Figure 1. Placement view (run 1).
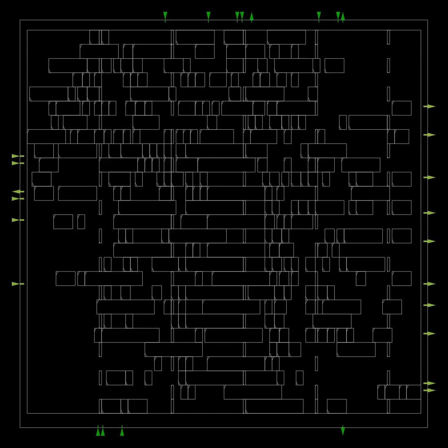
Figure 2. Ports around the boundary (run 1).
(6 px per µm) Pins as bars across the die edge, other pins in grey.
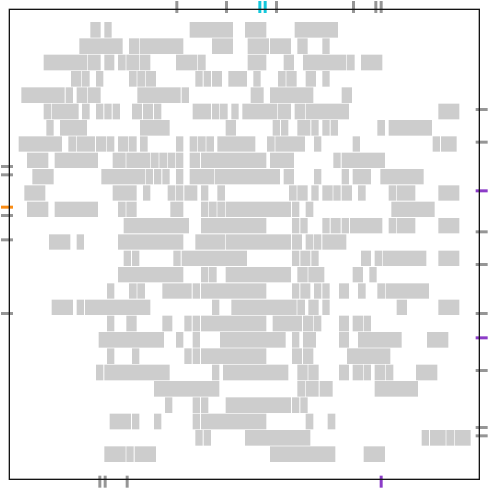
Figure 3. Wiring by layer (run 1).
(6 px per µm) Only two layers are drawn.
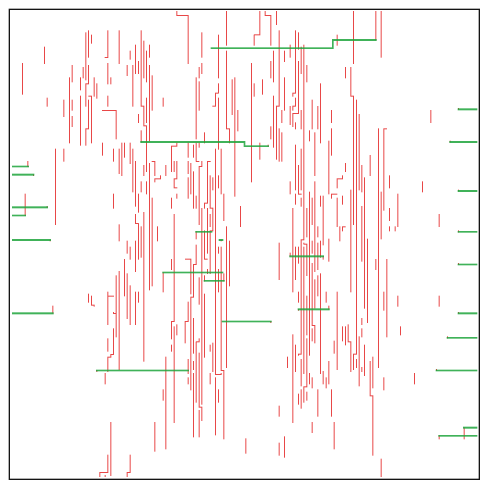
**config.mk**
```make
export PLATFORM = sky130hd
export DESIGN_NAME = tl_timing_sequencer
export DESIGN_NICKNAME = d
export VERILOG_FILES = /design/src/rtl/tl_timing_sequencer.sv
export SDC_FILE = /design/constraint.sdc
export NUM_CORES = 1
export LEC_CHECK = 0
export ABC_AREA = 1
export CORE_UTILIZATION = 38
export CTS_CLUSTER_SIZE = 24
export DETAILED_ROUTE_END_ITERATION = 16
export GPL_TIMING_DRIVEN = 0
export PLACE_DENSITY = 0.62
export SYNTH_ARGS = -nofsm -noshare
export SYNTH_HDL_FRONTEND = slang
export SYNTH_SLANG_ARGS = --single-unit
export TNS_END_PERCENT = 30
```
**constraint.sdc**
```tcl
create_clock -name clk -period 3.4 [get_ports clk]
set_input_delay 1.02 -clock clk [delete_from_list [all_inputs] [get_ports clk]]
set_output_delay 1.02 -clock clk [all_outputs]
set_load 0.03 [all_outputs]
```
**src/rtl/tl_timing_sequencer.sv**
```systemverilog
// Timing-profile sequencer for the traffic-light controller: holds four {num, duty}
// profiles and switches the active one at a green-lamp rising edge or after a timeout.
module tl_timing_sequencer #(
  parameter int DEF_NUM  = 2,
  parameter int DEF_DUTY = 3,
  parameter int INIT_NUM = 2,
  parameter int TIMEOUT  = 15
) (
  input  logic       clk,
  input  logic       rst_n,
  input  logic       wr_en,
  input  logic [1:0] wr_profile,
  input  logic [2:0] wr_num,
  input  logic [2:0] wr_duty,
  output logic       wr_ready,
  input  logic [1:0] profile_sel,
  input  logic       green_in,
  output logic [2:0] num,
  output logic [2:0] duty_cycle,
  output logic [2:0] initNum,
  output logic       load,
  output logic [1:0] active_profile,
  output logic       wr_err
);

  // state  | meaning
  // INIT   | after reset, loads profile 0 on the next cycle
  // IDLE   | outputs stable, writes accepted, watching for a profile mismatch
  // PEND   | switch requested, waiting for green rising edge or timeout
  // LOAD   | outputs just updated, load pulse high
  localparam logic [1:0] S_INIT = 2'd0;
  localparam logic [1:0] S_IDLE = 2'd1;
  localparam logic [1:0] S_PEND = 2'd2;
  localparam logic [1:0] S_LOAD = 2'd3;

  localparam logic [7:0] WAIT_LAST = 8'(TIMEOUT - 1);

  logic [1:0] state_q, state_d;
  logic [1:0] pend_q, pend_d;
  logic [7:0] wait_q, wait_d;
  logic       green_q;
  logic [2:0] num_q, duty_q;
  logic [1:0] act_q;
  logic       load_q, err_q;
  logic [2:0] tbl_num_q  [4];
  logic [2:0] tbl_duty_q [4];

  logic       wr_hit, wr_acc, green_rise;
  logic [1:0] ld_idx;

  assign wr_ready   = (state_q == S_IDLE);
  assign wr_hit     = wr_en & wr_ready;
  assign wr_acc     = wr_hit & (wr_duty != 3'd0);
  assign green_rise = green_in & ~green_q;
  assign ld_idx     = (state_q == S_INIT) ? 2'd0 : pend_q;

  always_comb begin
    state_d = state_q;
    pend_d  = pend_q;
    wait_d  = 8'd0;
    case (state_q)
      S_INIT: state_d = S_LOAD;
      S_IDLE: begin
        // a new selection outranks a rewrite of the active profile
        if (profile_sel != act_q) begin
          state_d = S_PEND;
          pend_d  = profile_sel;
        end else if (wr_acc && (wr_profile == act_q)) begin
          state_d = S_PEND;
          pend_d  = act_q;
        end
      end
      S_PEND: begin
        wait_d = wait_q + 8'd1;
        if (green_rise || (wait_q == WAIT_LAST)) state_d = S_LOAD;
      end
      S_LOAD:  state_d = S_IDLE;
      default: state_d = S_INIT;
    endcase
  end

  always_ff @(posedge clk) begin
    if (!rst_n) begin
      state_q <= S_INIT;
      pend_q  <= 2'd0;
      wait_q  <= 8'd0;
      green_q <= 1'b0;
      num_q   <= 3'(DEF_NUM);
      duty_q  <= 3'(DEF_DUTY);
      act_q   <= 2'd0;
      load_q  <= 1'b0;
      err_q   <= 1'b0;
      for (int i = 0; i < 4; i++) begin
        tbl_num_q[i]  <= 3'(DEF_NUM);
        tbl_duty_q[i] <= 3'(DEF_DUTY);
      end
    end else begin
      state_q <= state_d;
      pend_q  <= pend_d;
      wait_q  <= wait_d;
      green_q <= green_in;
      load_q  <= (state_d == S_LOAD);
      err_q   <= wr_hit & (wr_duty == 3'd0);
      if (wr_acc) begin
        tbl_num_q[wr_profile]  <= wr_num;
        tbl_duty_q[wr_profile] <= wr_duty;
      end
      if (state_d == S_LOAD) begin
        num_q  <= tbl_num_q[ld_idx];
        duty_q <= tbl_duty_q[ld_idx];
        act_q  <= ld_idx;
      end
    end
  end

  assign num            = num_q;
  assign duty_cycle     = duty_q;
  assign initNum        = 3'(INIT_NUM);
  assign load           = load_q;
  assign active_profile = act_q;
  assign wr_err         = err_q;

endmodule

```
==> summary.txt, run 1 <==
fresh numbers from the pnr run: Layout Cell Area excl Fill between 2000 and 3000 µm², Synth mux share 0, tally of clock buffers in the finished layout 7, Met2 Routed Length ~1900 µm, multi-input gate share of total cell area 0.322, status finished clean, starting utilization of the core area 0.397, Period Utilization, post-route 0.809, share of final layout cell area taken by clock buffers and inverters 0.0312, critical register-to-register path endpoint tbl_duty_q[2][0], largest cells by area after synthesis sky130_fd_sc_hd__edfxtp_1 33%, sky130_fd_sc_hd__dfxtp_1 21%, sky130_fd_sc_hd__nor2_1 9.4%, total die area a little over 6000 µm², largest net degree at the start of global routing 14, grt met1 use 0.204, largest registers tbl_duty_q: 12 flops, tbl_num_q: 12 flops, wait_q: 8 flops, power attributed to sequential cells about 660 µW, largest driver fanout on the critical path 6, post-synthesis sequential area ratio 0.537, Final Hold Slack 0.459 ns, MaxCap Viol Count 0, commonest cells after routing, fill and taps aside 55 x sky130_fd_sc_hd__nor2_1, 40 x sky130_fd_sc_hd__nand2_1, 26 x sky130_fd_sc_hd__inv_1, combinational cell area excluding buffers and inverters ~840 µm², critical path depth 3, fraction of area in registers 0.453, number of remaining DRC errors 0, worst path setup slack after routing about 0.65 ns, Critical Path Max Stage Delay 0.70 ns, Post-Synthesis Cells about 260, Crit Path Class flop to primary output, number of antenna violations at the first check in global routing 0, buffers outside the clock class 31, Post-synth regs ~47, cell type group with the largest total delay on the critical path buffers and inverters, top-count cell post-synth sky130_fd_sc_hd__nor2_1, switching power summed over all nets about 390 µW, tally of nets with antenna violations remaining after routing 0, Longest Clk Path Bufs 2, H-tree levels 2, Dominant combinational family simple AND/OR/NAND/NOR gates, final-layout non-clock buffer area share 0.113, Hold Path Stages 2, fraction of power spent switching nets 0.304, routed length on met3 around 170 µm, hold buffers post-CTS 0, static leakage 0.00101 µW, CP Launch Point state_q[0], top achievable clock speed ~360 MHz, number of clock sinks ~47, final hold viol count 0, number of filler instances in the final layout 552
Back to the opening pictures, Figure 1:
post-layout util: 0.470
Non-Filler Instances: 361

Back to the opening pictures, Figure 2:
port	colour	pins	direction	edge
profile_sel	cyan	2	input	top
wr_err	orange	1	output	left
duty_cycle	purple	3	output	2 right, 1 bottom
Port-buffer cells: 23
Die Width: 78.1 µm

Back to the opening pictures, Figure 3:
layer	colour	wire length
metal 2	red	1890 µm
metal 3	green	166 µm
routed via count: 1676
global-route usage over all layers: 0.153
per-cell routed wire length: 11.6 µm

==> run 1 -> run 2 <==
==> constraint.sdc (replaced) <==
create_clock -name clk -period 2.78 [get_ports clk]
set_input_delay 0.834 -clock clk [delete_from_list [all_inputs] [get_ports clk]]
set_output_delay 0.834 -clock clk [all_outputs]
set_load 0.03 [all_outputs]
Figure 4. Port wiring (run 2).
(4 px per µm)
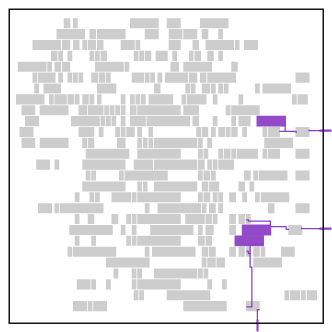
port	colour	bits	direction	edge	end cells	buffers	wire
duty_cycle	purple	3	output	2 right, 1 bottom	3	3	53.0 µm

Figure 5. Wiring by layer (run 2).
(6 px per µm) Only two layers are drawn.
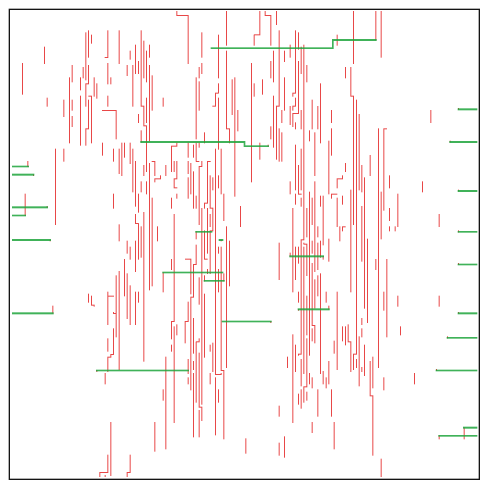
layer	colour	wire length
metal 3	green	166 µm
metal 2	red	1890 µm

==> run 2 against run 1 <==
Against the previous run:
- critical path depth did not move
- sequential power rose by 22%
- hold slack is the same
==> summary.txt, run 2 <==
fresh numbers from the pnr run: Post-Synthesis Cells 257 (unchanged), share of final layout cell area taken by clock buffers and inverters 0.0312 (unchanged), Post-synth regs 47 (unchanged), post-layout util 0.470 (unchanged), final-layout non-clock buffer area share 0.113 (unchanged), Longest Clk Path Bufs 2 (unchanged), tally of nets with antenna violations remaining after routing 0 (unchanged), Die Width 78.1 µm (unchanged), global-route usage over all layers 0.153 (unchanged), final hold viol count 0 (unchanged), commonest cells after routing, fill and taps aside 55 x sky130_fd_sc_hd__nor2_1, 40 x sky130_fd_sc_hd__nand2_1, 26 x sky130_fd_sc_hd__inv_1 (unchanged), Hold Path Stages 2 (unchanged), combinational cell area excluding buffers and inverters 838 µm² (unchanged), number of antenna violations at the first check in global routing 0 (unchanged), hold buffers post-CTS 0 (unchanged), Non-Filler Instances 361 (unchanged), worst path setup slack after routing 0.217 ns (was 0.651 ns), multi-input gate share of total cell area 0.322 (unchanged), routed via count 1676 (unchanged), status finished clean (unchanged), CP Launch Point state_q[0] (unchanged), critical path depth 3 (unchanged), Layout Cell Area excl Fill 2610 µm² (unchanged)
==> run 2 -> run 3 <==
--- a/config.mk
+++ b/config.mk
@@ -11,6 +11,7 @@
 export DETAILED_ROUTE_END_ITERATION = 16
 export GPL_TIMING_DRIVEN = 0
 export PLACE_DENSITY = 0.62
+export SLEW_MARGIN = 20
 export SYNTH_ARGS = -nofsm -noshare
 export SYNTH_HDL_FRONTEND = slang
 export SYNTH_SLANG_ARGS = --single-unit
Figure 6. Wiring by layer (run 3).
(6 px per µm) Only two layers are drawn.
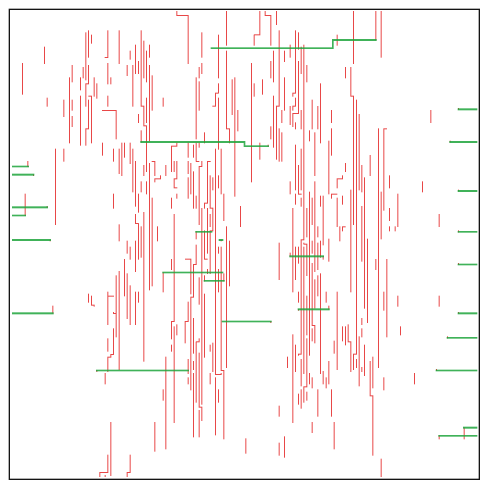
layer	colour	wire length
metal 2	red	1890 µm
metal 3	green	166 µm
Routed WL: 4170 µm

Figure 7. Ports around the boundary (run 3).
(6 px per µm) Pins as bars across the die edge, other pins in grey.
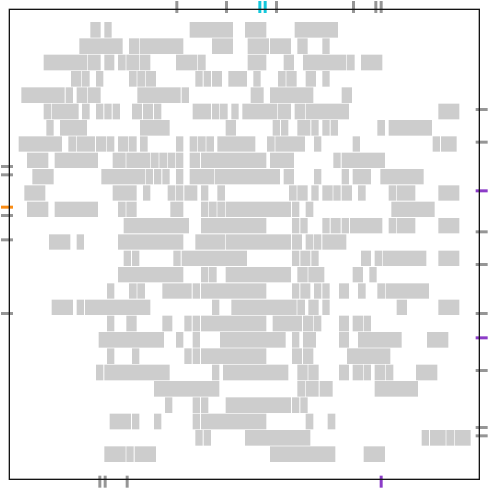
port	colour	pins	direction	edge
duty_cycle	purple	3	output	2 right, 1 bottom
profile_sel	cyan	2	input	top
wr_err	orange	1	output	left
vertical die dimension: 78.1 µm

==> run 3 against run 2 <==
Against the previous run:
- cell count is the same
- setup slack is the same
- fmax is the same
- synthesized cell count is the same
- global-route usage is the same
- critical path type unchanged
- via count is the same
- register-to-register slack is essentially flat
- synthesized area is the same
- non-clock buffer count is the same
- critical path depth is the same
- design area is the same
==> summary.txt, run 3 <==
fresh numbers from the pnr run: number of filler instances in the final layout 552 (unchanged), H-tree levels 2 (unchanged), post-synthesis sequential area ratio 0.537 (unchanged), routed length on met3 166 µm (unchanged), Synth mux share 0 (unchanged), Port-buffer cells 23 (unchanged), Non-Filler Instances 361 (unchanged), tally of clock buffers in the finished layout 7 (unchanged), MaxCap Viol Count 0 (unchanged), hold buffers post-CTS 0 (unchanged), Longest Clk Path Bufs 2 (unchanged), share of final layout cell area taken by clock buffers and inverters 0.0312 (unchanged), final-layout non-clock buffer area share 0.113 (unchanged), top achievable clock speed 390 MHz (unchanged), fraction of area in registers 0.453 (unchanged), largest net degree at the start of global routing 14 (unchanged), critical register-to-register path endpoint tbl_duty_q[2][0] (unchanged), Crit Path Class flop to primary output (unchanged), post-layout util 0.470 (unchanged), largest registers tbl_duty_q: 12 flops, tbl_num_q: 12 flops, wait_q: 8 flops (unchanged), global-route usage over all layers 0.153 (unchanged), number of antenna violations at the first check in global routing 0 (unchanged), Met2 Routed Length 1890 µm (unchanged), CP Launch Point state_q[0] (unchanged), final hold viol count 0 (unchanged), Final Hold Slack 0.459 ns (unchanged), Critical Path Max Stage Delay 0.70 ns (about the same), Die Width 78.1 µm (unchanged), commonest cells after routing, fill and taps aside 55 x sky130_fd_sc_hd__nor2_1, 40 x sky130_fd_sc_hd__nand2_1, 26 x sky130_fd_sc_hd__inv_1 (unchanged), status finished clean (unchanged), worst path setup slack after routing 0.217 ns (unchanged), tally of nets with antenna violations remaining after routing 0 (unchanged), fraction of power spent switching nets 0.304 (unchanged), Post-synth regs 47 (unchanged), multi-input gate share of total cell area 0.322 (unchanged), Dominant combinational family simple AND/OR/NAND/NOR gates (unchanged), total die area 6100 µm² (unchanged), critical path depth 3 (unchanged), static leakage 0.00101 µW (unchanged), top-count cell post-synth sky130_fd_sc_hd__nor2_1 (unchanged), grt met1 use 0.204 (unchanged)
No activity file was given, so power comes from the tool's default toggle rates.
